==> src/rtl/riscv_core_issue_ctrl_pkg.sv <==
`default_nettype none
// ============================================================================
// Module   : riscv_core_issue_ctrl_pkg
// Purpose  : Shared constants and types for the dual-issue controller:
//            instruction function classes, FSM states, steering encoding.
// Revision : 1.0 - initial release
// ============================================================================
package riscv_core_issue_ctrl_pkg;

  // Instruction function classes carried with each issue-latch slot
  localparam logic [1:0] FUNC_ALU    = 2'b00;
  localparam logic [1:0] FUNC_MEM    = 2'b01;
  localparam logic [1:0] FUNC_MULDIV = 2'b10;

  // Steering: 0 puts ir0 on pipe A (ir1 on B), 1 swaps them
  localparam logic STEER_IR0_A = 1'b0;
  localparam logic STEER_IR0_B = 1'b1;

  // Issue FSM: PAIR = both slots pending, IR1_ONLY = ir0 already gone
  typedef enum logic [0:0] {
    ST_PAIR     = 1'b0,
    ST_IR1_ONLY = 1'b1
  } issue_state_e;

  // Pipe B only executes ALU ops, so "is ALU" drives all steering decisions
  function automatic logic is_alu(input logic [1:0] func);
    return (func == FUNC_ALU);
  endfunction

endpackage
`default_nettype wire

==> src/rtl/riscv_core_issue_ctrl_if.sv <==
`default_nettype none
// ============================================================================
// Module   : riscv_core_issue_ctrl_if
// Purpose  : Bundle of issue-latch, scoreboard, pipeline and ROB signals
//            exchanged with the issue controller.
// Revision : 1.0 - initial release
// ============================================================================
interface riscv_core_issue_ctrl_if #(
  parameter int ROB_AW = 4
);
  // Issue latch contents
  logic              inst_val_Ihl;
  logic [4:0]        dst0;
  logic              dst0_en;
  logic [1:0]        func_ir0;
  logic [4:0]        src10;
  logic              src10_en;
  logic [4:0]        src11;
  logic              src11_en;
  logic [4:0]        dst1;
  logic              dst1_en;
  logic [1:0]        func_ir1;
  // Scoreboard / pipeline / ROB status
  logic              stall_ir0;
  logic              stall_ir1;
  logic              stall_X0hl;
  logic              rob_commit_wen_1;
  logic              rob_commit_wen_2;
  logic              rob_flush;
  // Controller results
  logic              ir0_issued;
  logic              ir1_issued;
  logic              steer_signal;
  logic [ROB_AW-1:0] rob_slot0;
  logic [ROB_AW-1:0] rob_slot1;
  logic              stall_Ihl;
  logic [ROB_AW:0]   rob_count;

  // Frontend / environment side
  modport master (
    output inst_val_Ihl, dst0, dst0_en, func_ir0,
           src10, src10_en, src11, src11_en, dst1, dst1_en, func_ir1,
           stall_ir0, stall_ir1, stall_X0hl,
           rob_commit_wen_1, rob_commit_wen_2, rob_flush,
    input  ir0_issued, ir1_issued, steer_signal,
           rob_slot0, rob_slot1, stall_Ihl, rob_count
  );

  // Issue controller side
  modport slave (
    input  inst_val_Ihl, dst0, dst0_en, func_ir0,
           src10, src10_en, src11, src11_en, dst1, dst1_en, func_ir1,
           stall_ir0, stall_ir1, stall_X0hl,
           rob_commit_wen_1, rob_commit_wen_2, rob_flush,
    output ir0_issued, ir1_issued, steer_signal,
           rob_slot0, rob_slot1, stall_Ihl, rob_count
  );
endinterface
`default_nettype wire

==> src/rtl/riscv_core_rob_alloc.sv <==
`default_nettype none
// ============================================================================
// Module   : riscv_core_rob_alloc
// Purpose  : ROB tail pointer and occupancy tracking; allocation from issue,
//            release from two commit ports, free-space checks.
// Revision : 1.0 - initial release
// ============================================================================
module riscv_core_rob_alloc #(
  parameter int ROB_DEPTH = 16,
  parameter int ROB_AW    = 4
) (
  input  logic              clk,
  input  logic              reset,
  input  logic              i_flush,
  input  logic [1:0]        i_alloc_cnt,
  input  logic              i_commit_wen_1,
  input  logic              i_commit_wen_2,
  output logic [ROB_AW-1:0] o_tail,
  output logic [ROB_AW:0]   o_count,
  output logic              o_free_ge1,
  output logic              o_free_ge2
);
  localparam logic [ROB_AW:0] C_CNT_MAX1 = (ROB_AW+1)'(ROB_DEPTH - 1);
  localparam logic [ROB_AW:0] C_CNT_MAX2 = (ROB_AW+1)'(ROB_DEPTH - 2);
  localparam logic [ROB_AW:0] C_CNT_ONE  = (ROB_AW+1)'(1);

  logic [ROB_AW-1:0] r_tail;
  logic [ROB_AW:0]   r_count;
  logic [1:0]        w_commit_req;
  logic [1:0]        w_commit_eff;

  // Clamp commits so occupancy can never underflow
  always_comb begin
    w_commit_req = {1'b0, i_commit_wen_1} + {1'b0, i_commit_wen_2};
    w_commit_eff = w_commit_req;
    if (r_count == '0) begin
      w_commit_eff = 2'd0;
    end else if ((r_count == C_CNT_ONE) && (w_commit_req == 2'd2)) begin
      w_commit_eff = 2'd1;
    end
  end

  // Tail wraps naturally because ROB_DEPTH is a power of two
  always_ff @(posedge clk or negedge reset) begin
    if (!reset) begin
      r_tail  <= '0;
      r_count <= '0;
    end else if (i_flush) begin
      r_tail  <= '0;
      r_count <= '0;
    end else begin
      r_tail  <= r_tail + ROB_AW'(i_alloc_cnt);
      r_count <= r_count + (ROB_AW+1)'(i_alloc_cnt) - (ROB_AW+1)'(w_commit_eff);
    end
  end

  assign o_tail     = r_tail;
  assign o_count    = r_count;
  assign o_free_ge1 = (r_count <= C_CNT_MAX1);
  assign o_free_ge2 = (r_count <= C_CNT_MAX2);

endmodule
`default_nettype wire

==> src/rtl/riscv_core_issue_ctrl.sv <==
`default_nettype none
// ============================================================================
// Module   : riscv_core_issue_ctrl
// Purpose  : Dual-issue in-order issue controller. Decides which of ir0/ir1
//            issue each cycle, steers them onto pipes A/B and allocates ROB
//            slots.
// Revision : 1.0 - initial release
// ============================================================================
module riscv_core_issue_ctrl #(
  parameter int ROB_DEPTH = 16,
  parameter int ROB_AW    = 4
) (
  input  logic                        clk,
  input  logic                        reset,
  riscv_core_issue_ctrl_if.slave      ictl
);
  import riscv_core_issue_ctrl_pkg::*;

  issue_state_e      r_state;
  issue_state_e      w_state_next;
  logic              w_gate;
  logic              w_raw;
  logic              w_waw;
  logic              w_both_nonalu;
  logic              w_ir0_go;
  logic              w_ir1_go;
  logic              w_steer;
  logic              w_stall;
  logic [1:0]        w_alloc_cnt;
  logic [ROB_AW-1:0] w_tail;
  logic [ROB_AW:0]   w_count;
  logic              w_free_ge1;
  logic              w_free_ge2;

  // Issue FSM state register; flush snaps back to a fresh pair
  always_ff @(posedge clk or negedge reset) begin
    if (!reset) begin
      r_state <= ST_PAIR;
    end else begin
      r_state <= w_state_next;
    end
  end

  // Issue decision, steering, latch stall and next state
  always_comb begin
    w_gate        = ictl.inst_val_Ihl && !ictl.stall_X0hl && !ictl.rob_flush;
    // Writes to x0 never create a dependency
    w_raw         = ictl.dst0_en && (ictl.dst0 != 5'd0) &&
                    ((ictl.src10_en && (ictl.src10 == ictl.dst0)) ||
                     (ictl.src11_en && (ictl.src11 == ictl.dst0)));
    w_waw         = ictl.dst0_en && ictl.dst1_en && (ictl.dst0 == ictl.dst1);
    // Only pipe A handles mem/muldiv, so two of them cannot pair
    w_both_nonalu = !is_alu(ictl.func_ir0) && !is_alu(ictl.func_ir1);
    w_ir0_go      = 1'b0;
    w_ir1_go      = 1'b0;
    w_steer       = STEER_IR0_A;
    w_stall       = 1'b1;
    w_state_next  = r_state;

    if (r_state == ST_PAIR) begin
      w_ir0_go = w_gate && !ictl.stall_ir0 && w_free_ge1;
      w_ir1_go = w_ir0_go && !ictl.stall_ir1 && w_free_ge2 &&
                 !w_raw && !w_waw && !w_both_nonalu;
      if (!is_alu(ictl.func_ir0)) begin
        w_steer = STEER_IR0_A;
      end else if (!is_alu(ictl.func_ir1)) begin
        w_steer = STEER_IR0_B;
      end
      w_stall      = !w_ir1_go;
      w_state_next = (w_ir0_go && !w_ir1_go) ? ST_IR1_ONLY : ST_PAIR;
    end else begin
      // ir0 already left; the ROB slot it took is already counted
      w_ir1_go     = w_gate && !ictl.stall_ir1 && w_free_ge1;
      w_steer      = is_alu(ictl.func_ir1) ? STEER_IR0_A : STEER_IR0_B;
      w_stall      = !w_ir1_go;
      w_state_next = w_ir1_go ? ST_PAIR : ST_IR1_ONLY;
    end

    // Squash: the frontend refills the latch, so it must not be held
    if (ictl.rob_flush) begin
      w_stall      = 1'b0;
      w_state_next = ST_PAIR;
    end
  end

  assign w_alloc_cnt = {1'b0, w_ir0_go} + {1'b0, w_ir1_go};

  riscv_core_rob_alloc #(
    .ROB_DEPTH (ROB_DEPTH),
    .ROB_AW    (ROB_AW)
  ) u_rob_alloc (
    .clk            (clk),
    .reset          (reset),
    .i_flush        (ictl.rob_flush),
    .i_alloc_cnt    (w_alloc_cnt),
    .i_commit_wen_1 (ictl.rob_commit_wen_1),
    .i_commit_wen_2 (ictl.rob_commit_wen_2),
    .o_tail         (w_tail),
    .o_count        (w_count),
    .o_free_ge1     (w_free_ge1),
    .o_free_ge2     (w_free_ge2)
  );

  // Outputs are forced quiet while reset is held
  assign ictl.ir0_issued   = reset && w_ir0_go;
  assign ictl.ir1_issued   = reset && w_ir1_go;
  assign ictl.steer_signal = reset && w_steer;
  assign ictl.stall_Ihl    = reset && w_stall;
  assign ictl.rob_slot0    = w_tail;
  assign ictl.rob_slot1    = (r_state == ST_IR1_ONLY) ? w_tail : (w_tail + ROB_AW'(1));
  assign ictl.rob_count    = w_count;

endmodule
`default_nettype wire

==> src/flat_wrapper.sv <==
// flat-port wrapper written by rule: the top's interface ports become plain ports
module riscv_core_issue_ctrl_flat import riscv_core_issue_ctrl_pkg::*;
#(
  parameter int ROB_DEPTH = 16,
  parameter int ROB_AW    = 4
)
  (clk, reset, ictl_inst_val_Ihl, ictl_dst0, ictl_dst0_en, ictl_func_ir0, ictl_src10, ictl_src10_en, ictl_src11, ictl_src11_en, ictl_dst1, ictl_dst1_en, ictl_func_ir1, ictl_stall_ir0, ictl_stall_ir1, ictl_stall_X0hl, ictl_rob_commit_wen_1, ictl_rob_commit_wen_2, ictl_rob_flush, ictl_ir0_issued, ictl_ir1_issued, ictl_steer_signal, ictl_rob_slot0, ictl_rob_slot1, ictl_stall_Ihl, ictl_rob_count);
  riscv_core_issue_ctrl_if #(.ROB_AW(ROB_AW)) ictl_i ();
  input  logic clk;
  input  logic reset;
  input wire logic [$bits(ictl_i.inst_val_Ihl)-1:0] ictl_inst_val_Ihl;
  input wire logic [$bits(ictl_i.dst0)-1:0] ictl_dst0;
  input wire logic [$bits(ictl_i.dst0_en)-1:0] ictl_dst0_en;
  input wire logic [$bits(ictl_i.func_ir0)-1:0] ictl_func_ir0;
  input wire logic [$bits(ictl_i.src10)-1:0] ictl_src10;
  input wire logic [$bits(ictl_i.src10_en)-1:0] ictl_src10_en;
  input wire logic [$bits(ictl_i.src11)-1:0] ictl_src11;
  input wire logic [$bits(ictl_i.src11_en)-1:0] ictl_src11_en;
  input wire logic [$bits(ictl_i.dst1)-1:0] ictl_dst1;
  input wire logic [$bits(ictl_i.dst1_en)-1:0] ictl_dst1_en;
  input wire logic [$bits(ictl_i.func_ir1)-1:0] ictl_func_ir1;
  input wire logic [$bits(ictl_i.stall_ir0)-1:0] ictl_stall_ir0;
  input wire logic [$bits(ictl_i.stall_ir1)-1:0] ictl_stall_ir1;
  input wire logic [$bits(ictl_i.stall_X0hl)-1:0] ictl_stall_X0hl;
  input wire logic [$bits(ictl_i.rob_commit_wen_1)-1:0] ictl_rob_commit_wen_1;
  input wire logic [$bits(ictl_i.rob_commit_wen_2)-1:0] ictl_rob_commit_wen_2;
  input wire logic [$bits(ictl_i.rob_flush)-1:0] ictl_rob_flush;
  output wire logic [$bits(ictl_i.ir0_issued)-1:0] ictl_ir0_issued;
  output wire logic [$bits(ictl_i.ir1_issued)-1:0] ictl_ir1_issued;
  output wire logic [$bits(ictl_i.steer_signal)-1:0] ictl_steer_signal;
  output wire logic [$bits(ictl_i.rob_slot0)-1:0] ictl_rob_slot0;
  output wire logic [$bits(ictl_i.rob_slot1)-1:0] ictl_rob_slot1;
  output wire logic [$bits(ictl_i.stall_Ihl)-1:0] ictl_stall_Ihl;
  output wire logic [$bits(ictl_i.rob_count)-1:0] ictl_rob_count;
  assign ictl_i.inst_val_Ihl = ictl_inst_val_Ihl;
  assign ictl_i.dst0 = ictl_dst0;
  assign ictl_i.dst0_en = ictl_dst0_en;
  assign ictl_i.func_ir0 = ictl_func_ir0;
  assign ictl_i.src10 = ictl_src10;
  assign ictl_i.src10_en = ictl_src10_en;
  assign ictl_i.src11 = ictl_src11;
  assign ictl_i.src11_en = ictl_src11_en;
  assign ictl_i.dst1 = ictl_dst1;
  assign ictl_i.dst1_en = ictl_dst1_en;
  assign ictl_i.func_ir1 = ictl_func_ir1;
  assign ictl_i.stall_ir0 = ictl_stall_ir0;
  assign ictl_i.stall_ir1 = ictl_stall_ir1;
  assign ictl_i.stall_X0hl = ictl_stall_X0hl;
  assign ictl_i.rob_commit_wen_1 = ictl_rob_commit_wen_1;
  assign ictl_i.rob_commit_wen_2 = ictl_rob_commit_wen_2;
  assign ictl_i.rob_flush = ictl_rob_flush;
  assign ictl_ir0_issued = ictl_i.ir0_issued;
  assign ictl_ir1_issued = ictl_i.ir1_issued;
  assign ictl_steer_signal = ictl_i.steer_signal;
  assign ictl_rob_slot0 = ictl_i.rob_slot0;
  assign ictl_rob_slot1 = ictl_i.rob_slot1;
  assign ictl_stall_Ihl = ictl_i.stall_Ihl;
  assign ictl_rob_count = ictl_i.rob_count;
  riscv_core_issue_ctrl #(.ROB_DEPTH(ROB_DEPTH), .ROB_AW(ROB_AW)) u_core (.clk(clk), .reset(reset), .ictl(ictl_i));
endmodule
==> config.mk <==
export PLATFORM = sky130hd
export DESIGN_NAME = riscv_core_issue_ctrl_flat
export DESIGN_NICKNAME = d
export VERILOG_FILES = /design/src/rtl/riscv_core_issue_ctrl_pkg.sv /design/src/rtl/riscv_core_issue_ctrl_if.sv /design/src/rtl/riscv_core_rob_alloc.sv /design/src/rtl/riscv_core_issue_ctrl.sv /design/src/flat_wrapper.sv
export SDC_FILE = /design/constraint.sdc
export NUM_CORES = 1
export LEC_CHECK = 0
export CORE_MARGIN = 2
export CORE_UTILIZATION = 37
export CTS_CLUSTER_SIZE = 24
export DETAILED_ROUTE_END_ITERATION = 10
export GPL_TIMING_DRIVEN = 1
export HOLD_SLACK_MARGIN = 0.02
export PLACE_DENSITY_LB_ADDON = 0.25
export SYNTH_ARGS = -nofsm -noshare
export SYNTH_HDL_FRONTEND = slang
export SYNTH_SLANG_ARGS = --single-unit
==> constraint.sdc <==
create_clock -name clk -period 3.2 [get_ports clk]
set_input_delay 0.48 -clock clk [delete_from_list [all_inputs] [get_ports clk]]
set_output_delay 0.48 -clock clk [all_outputs]
set_load 0.01 [all_outputs]
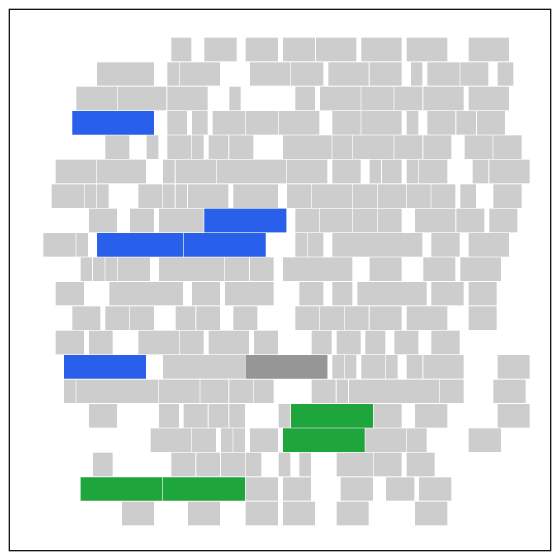
*Register map, names as in the netlist, run 1*
Other sequential cells in the stronger grey, the rest of the logic in the fainter grey.
colour	name in the netlist	flops	where
green	u_core.u_rob_alloc.o_tail	4	bottom middle
blue	u_core.u_rob_alloc.o_count	5	left middle

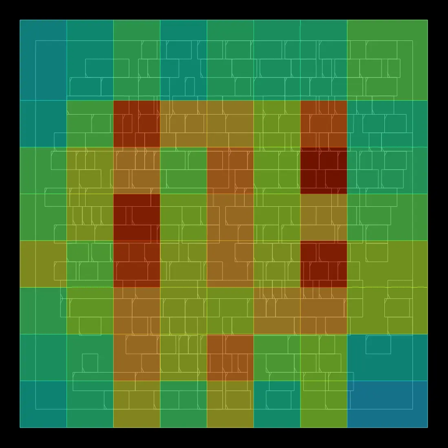
*Routing congestion map, run 1*
GR Util met1: 21.18%
Layout Utilization: 70.29%
met3 Use GR: 2.597%

==> deck_impl_summary.md, run 1 <==
Run Summary

Finish
  • Share of cells above drive strength 1: between 20% and 30%
  • Filler instances: 231
  • #MultiIn Comb: about 100
  • Number of non-clock inverters in the layout: 8
  • Cell area after layout: 0.002128 sq mm
  • Buffer share of cell area: ~37%

Detailed routing
  • Metal2 WL: approximately 2 mm
  • Routed vias: 1219
  • DRC: 0
  • Wl on met1: 1.361 mm
  • Post-route ant nets: 0

Logic synthesis
  • Largest area contributor in the netlist: dfrtp_1
  • Ys Warns: 0
  • EDFF count, synth: 0
  • Syn nets: ~180
  • Seq share, synth: 21.44%

Global routing
  • Met2 usage: 35.71%
  • Pin count of the biggest net entering global routing: 13

Worst setup path
  • Max FO, Critical Path: 2
  • Worst path buffer plus inverter count: 1
  • Crit. End Element: flop
  • Flop-to-flop setup slack: 0.06 ns
  • Crit start category: input pin
  • R2r endpoint: u_core.u_rob_alloc.o_count[4]$_DFF_PN0_
  • Crit-path leading delay family: adder cells
  • Crit path to: u_core.u_rob_alloc.o_count[4]$_DFF_PN0_

Pwr
  • Comb pwr share: just under 70%
  • P_int: 0.5862 mW
  • Comb group: between 0.6 and 0.7 mW

Hold path
  • Hold crit path type: in2async

Die
  • Pre-Place Util: 38.55%
  • Tap cells: 44
  • I/O pins: 54

Timing
  • Post-layout min period: roughly 3.1 ns
  • Final count of pins violating max slew: 0

Outcome
  • Outcome: finished, final reports clean

Place
  • DP Worst Slack: -0.5668 ns

Clock tree
  • Clock latency on the worst-skew pair: 0.27 ns
  • CTS root buffer: clkbuf_4
  • Hold_buf cts: 0
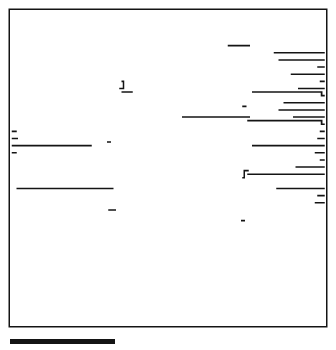
*Metal 3, run 1*
The bar under the picture is 20 um long.
nets with wire on the layer	31
main direction	horizontal
share of all routed wire	5.3%

-- run 1: stage by stage --
step / instances / total power, mW
3_5_place_dp: 241 / 0.7284
2_1_floorplan: 124 / 0.4987
5_1_grt: 253 / 1.041
3_3_place_gp: 241 / 0.7084
4_1_cts: 245 / 0.8678
6_report: 253 / 0.9630
-- run 1: Yosys cell counts, types with 2 or more instances --
cell type and instances:
inv_1 8, a31oi_1 2, a21o_1 2, nand4_1 2, nand2_1 5, o21a_1 2
xnor2_1 16, a2111oi_4 2, nor3_1 2, xor2_1 9, dfrtp_1 10, a21oi_1 3
nor2b_1 8, nor2_1 17, o21ai_0 2, ha_1 16
-- run 1: cells in the final DEF (no fill, tap or decap), types with 2 or more instances in the layout --
| cell | instances |
|---|---|
| buf_4 | 29 |
| clkdlybuf4s50_1 | 28 |
| dlymetal6s2s_1 | 17 |
| xnor2_1 | 16 |
| nor2_1 | 15 |
| ha_1 | 11 |
| xor2_1 | 9 |
| dfrtp_1 | 9 |
| inv_1 | 7 |
| nor2b_1 | 7 |
| nand2_1 | 5 |
| dlygate4sd2_1 | 4 |
| ha_2 | 3 |
| clkbuf_4 | 3 |
| clkbuf_2 | 3 |
| nand4_1 | 2 |
| nor3_1 | 2 |
| nor2_2 | 2 |
| o21a_1 | 2 |
| a31oi_1 | 2 |
| a21o_1 | 2 |
| a21oi_2 | 2 |
| a2111oi_4 | 2 |
| ha_4 | 2 |
-- run 1: cells by family after synthesis --
family | after synthesis | synth area share [%]
flip-flops | 10 | 21.44
AND-OR/OR-AND | 19 | 16.50
buffers and inverters | 10 | 3.858
XOR/XNOR | 25 | 18.76
AND/OR/NAND/NOR | 42 | 19.62
adder cells (fa/ha/maj) | 17 | 18.86
multiplexers | 1 | 0.9646
### Selected gate families, run 1

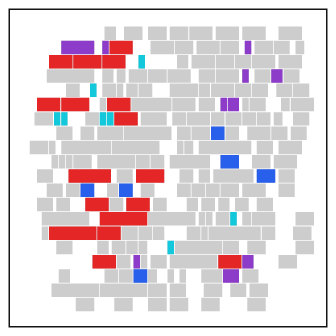

==> run 2, diff against run 1 <==
Settings changed: ABC_AREA set to 0, GPL_TIMING_DRIVEN 1 to 0.
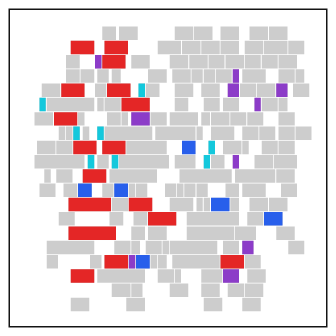
*Selected gate families, run 2*
colour	family	cells
cyan	inv cells	8
red	fa/ha/maj cells	17
blue	non-inverting ao/oa cells	6
purple	nand cells	10

==> run 2 against run 1 <==
Critical path type unchanged. Wire length fell by 10%. Highest routed layer unchanged. Worst hold slack improved by 0.00079 ns. Register-to-register slack got worse by 0.04 ns. Via count fell by 5.7%. The flow now finishes with violations (negative setup slack). Final cell count fell by 6.7%. Die area did not move.
==> deck_impl_summary.md, run 2 <==
Run Summary

Worst setup path
  • Req. time, crit path: ~3.4 ns
  • CP dominant cell by count: nor2_1
  • Crit path largest cell delay: 0.47 ns
  • Slowest CP cell: clkdlybuf4s50_1
  • Crit start category: input pin
  • Crit. End Element: flop
  • Critical path class: in2reg
  • Max FO, Critical Path: 2

Timing
  • Worst-margin pin slew: 0.5686 ns
  • Post-layout min period: approximately 3.2 ns
  • Final setup vio count: 1
  • Slew HR: 61.98%
  • Hold WS: between 0.5 and 0.6 ns
  • Fmax: 0.3121 GHz
  • Final count of pins violating max slew: 0
  • RSZ-0062 raised after global routing: true
  • Fin Setup TNS: -0.004343 ns
  • Final hold viol count: 0
  • Setup WS post-layout: -0.004343 ns

Place
  • DP Worst Slack: -0.7504 ns
  • DP HPWL: 2.380 mm
  • Placed insts: roughly 220
  • PortBufs: 53

Detailed routing
  • DR vias/cell: 4.869
  • Metal2 WL: around 1.7 mm
  • Routed vias: roughly 1100
  • 1st-iter DRT viols: 22
  • Drt total wl: around 3.2 mm
  • Highest routed layer: met4
  • DRC: 0
  • DR pass1 iterations: 4
  • Post-route ant nets: 0
  • Drt wl/cell: 13.69 um
  • Wl on met1: 1.294 mm

Logic synthesis
  • Seq share, synth: 21.44%
  • Ys cells: 124
  • Xor/xnor share of the synthesized area: 18.76%
  • Post-synth ARST share: 100.0%
  • Flops after synth: 10
  • Mux contribution to synthesized area: 0.9646%
  • Adder share: 18.86%
  • Ys Warns: 0
  • Post-synth top cells: nor2_1, ha_1, xnor2_1
  • Largest area contributor in the netlist: dfrtp_1
  • EDFF count, synth: 0
  • Dominant kind of combinational cell: simple AND/OR/NAND/NOR gates
  • Yosys simple share: between 10% and 20%
  • Mean Syn Cell Area: 9.414 sq um
  • Most common cell in the netlist: nor2_1
  • Post-synth top area share: 21.44%
  • Syn nets: between 150 and 200
  • Netlist cell types: 34
  • Top cells by area: dfrtp_1, ha_1, xnor2_1
  • Compound-cell area share of the yosys netlist: 16.51%

Finish
  • Share of cells above drive strength 1: 21.35%
  • Layout Utilization: a little under two thirds
  • Top cell excl fill/tap: clkdlybuf4s50_1
  • Non-Filler Instances: 236
  • Number of flip-flops under the largest register name: 5
  • Top Layout Cells: clkdlybuf4s50_1, xnor2_1, nor2_1
  • Cell area after layout: 0.001929 sq mm
  • Layout overhead on the synthesized area: 65.27%
  • Nets: 247

Job
  • Tool warning count: 31
  • Max cap viols: 0

Clock tree
  • CTS root buffer: clkbuf_4
  • Maximum clock path buffer count: 2
  • Hold_buf cts: 0
  • Reg clk slew, reported paths: 0.07 ns
  • CTS tree: yes
  • Clock latency on the worst-skew pair: 0.28 ns

Global routing
  • Pin count of the biggest net entering global routing: 14
  • Most Crowded Layer GR: met2
  • Total Routing Usage GR: 16.96%
  • GR Util met1: between 10% and 20%
  • Met2 usage: 31.37%
  • Initial antenna violation count: 0
  • Vias in the first global route: 1071
  • Met3 Use GR: 3.463%

Outcome
  • Outcome: finished with violations
  • Failing checks: negative setup slack

Pwr
  • Pwr Density: 462.9 mW/mm^2
  • Total Power: around 0.89 mW

Die
  • I/O pins: roughly 54
  • Chip footprint: 0.003620 sq mm
  • Pre-Place Util: 38.55%
  • Core area: 0.003028 sq mm

Hold path
  • Hold crit path type: in2async
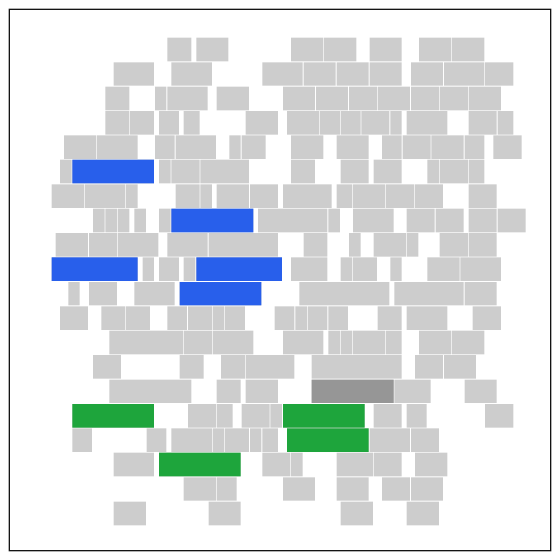
*Register map, names as in the netlist, run 2*
Other sequential cells in the stronger grey, the rest of the logic in the fainter grey.
colour	name in the netlist	flops
green	u_core.u_rob_alloc.o_tail	4
blue	u_core.u_rob_alloc.o_count	5

## run 2: cell counts after synthesis
Identical to the previous run, type by type.
## run 2: repair_timing
action                     in CTS  in global routing
setup endpoints to repair       5                  3
buffers inserted                5                  6
pin swaps                       9                  7
hold endpoints to repair        0                  0
resized                        17                 14
## run 2: final timing paths
kind,startpoint,to,slack [ns],depth (start not counted)
setup / recovery,ictl_src10[1],u_core.u_rob_alloc.o_count[4]$_DFF_PN0_,-0.004,15
max in group asynchronous,reset,u_core.u_rob_alloc.o_count[2]$_DFF_PN0_,2.23,1
setup reg to reg,u_core.r_state$_DFF_PN0_,u_core.u_rob_alloc.o_count[4]$_DFF_PN0_,0.02,15
hold / removal,reset,u_core.u_rob_alloc.o_count[1]$_DFF_PN0_,0.56,1
hold reg to reg,u_core.u_rob_alloc.o_tail[3]$_DFF_PN0_,u_core.u_rob_alloc.o_tail[3]$_DFF_PN0_,0.60,2
min in group clk,u_core.u_rob_alloc.o_tail[3]$_DFF_PN0_,u_core.u_rob_alloc.o_tail[3]$_DFF_PN0_,0.60,2
## run 2: worst max-delay path: cells and delay by family
family                   cells  cell delay (ns)
adder cells (fa/ha/maj)      3             0.92
AND/OR/NAND/NOR              4             0.36
XOR/XNOR                     3             0.44
AND-OR/OR-AND                4             0.68
buffers and inverters        1             0.47
## run 2: cell type report
cell class | count | area [sq um]
Tap cell | 44 | 55.05
Fill cell | 255 | 1099
Buffer | 2 | 15.01
Timing Repair Buffer | 64 | 604.3
Sequential cell | 10 | 252.7
Inverter | 8 | 30.03
Multi-Input combinational cell | 104 | 945.9
Clock buffer | 4 | 26.28
## run 2: where the power goes
part           switching, mW  internal (mW)
Sequential            0.0327          0.157
Combinational          0.276          0.332
Clock                 0.0473         0.0484
Total                  0.356          0.538
Power figures rest on the tool's default switching activity, not on a simulated workload.
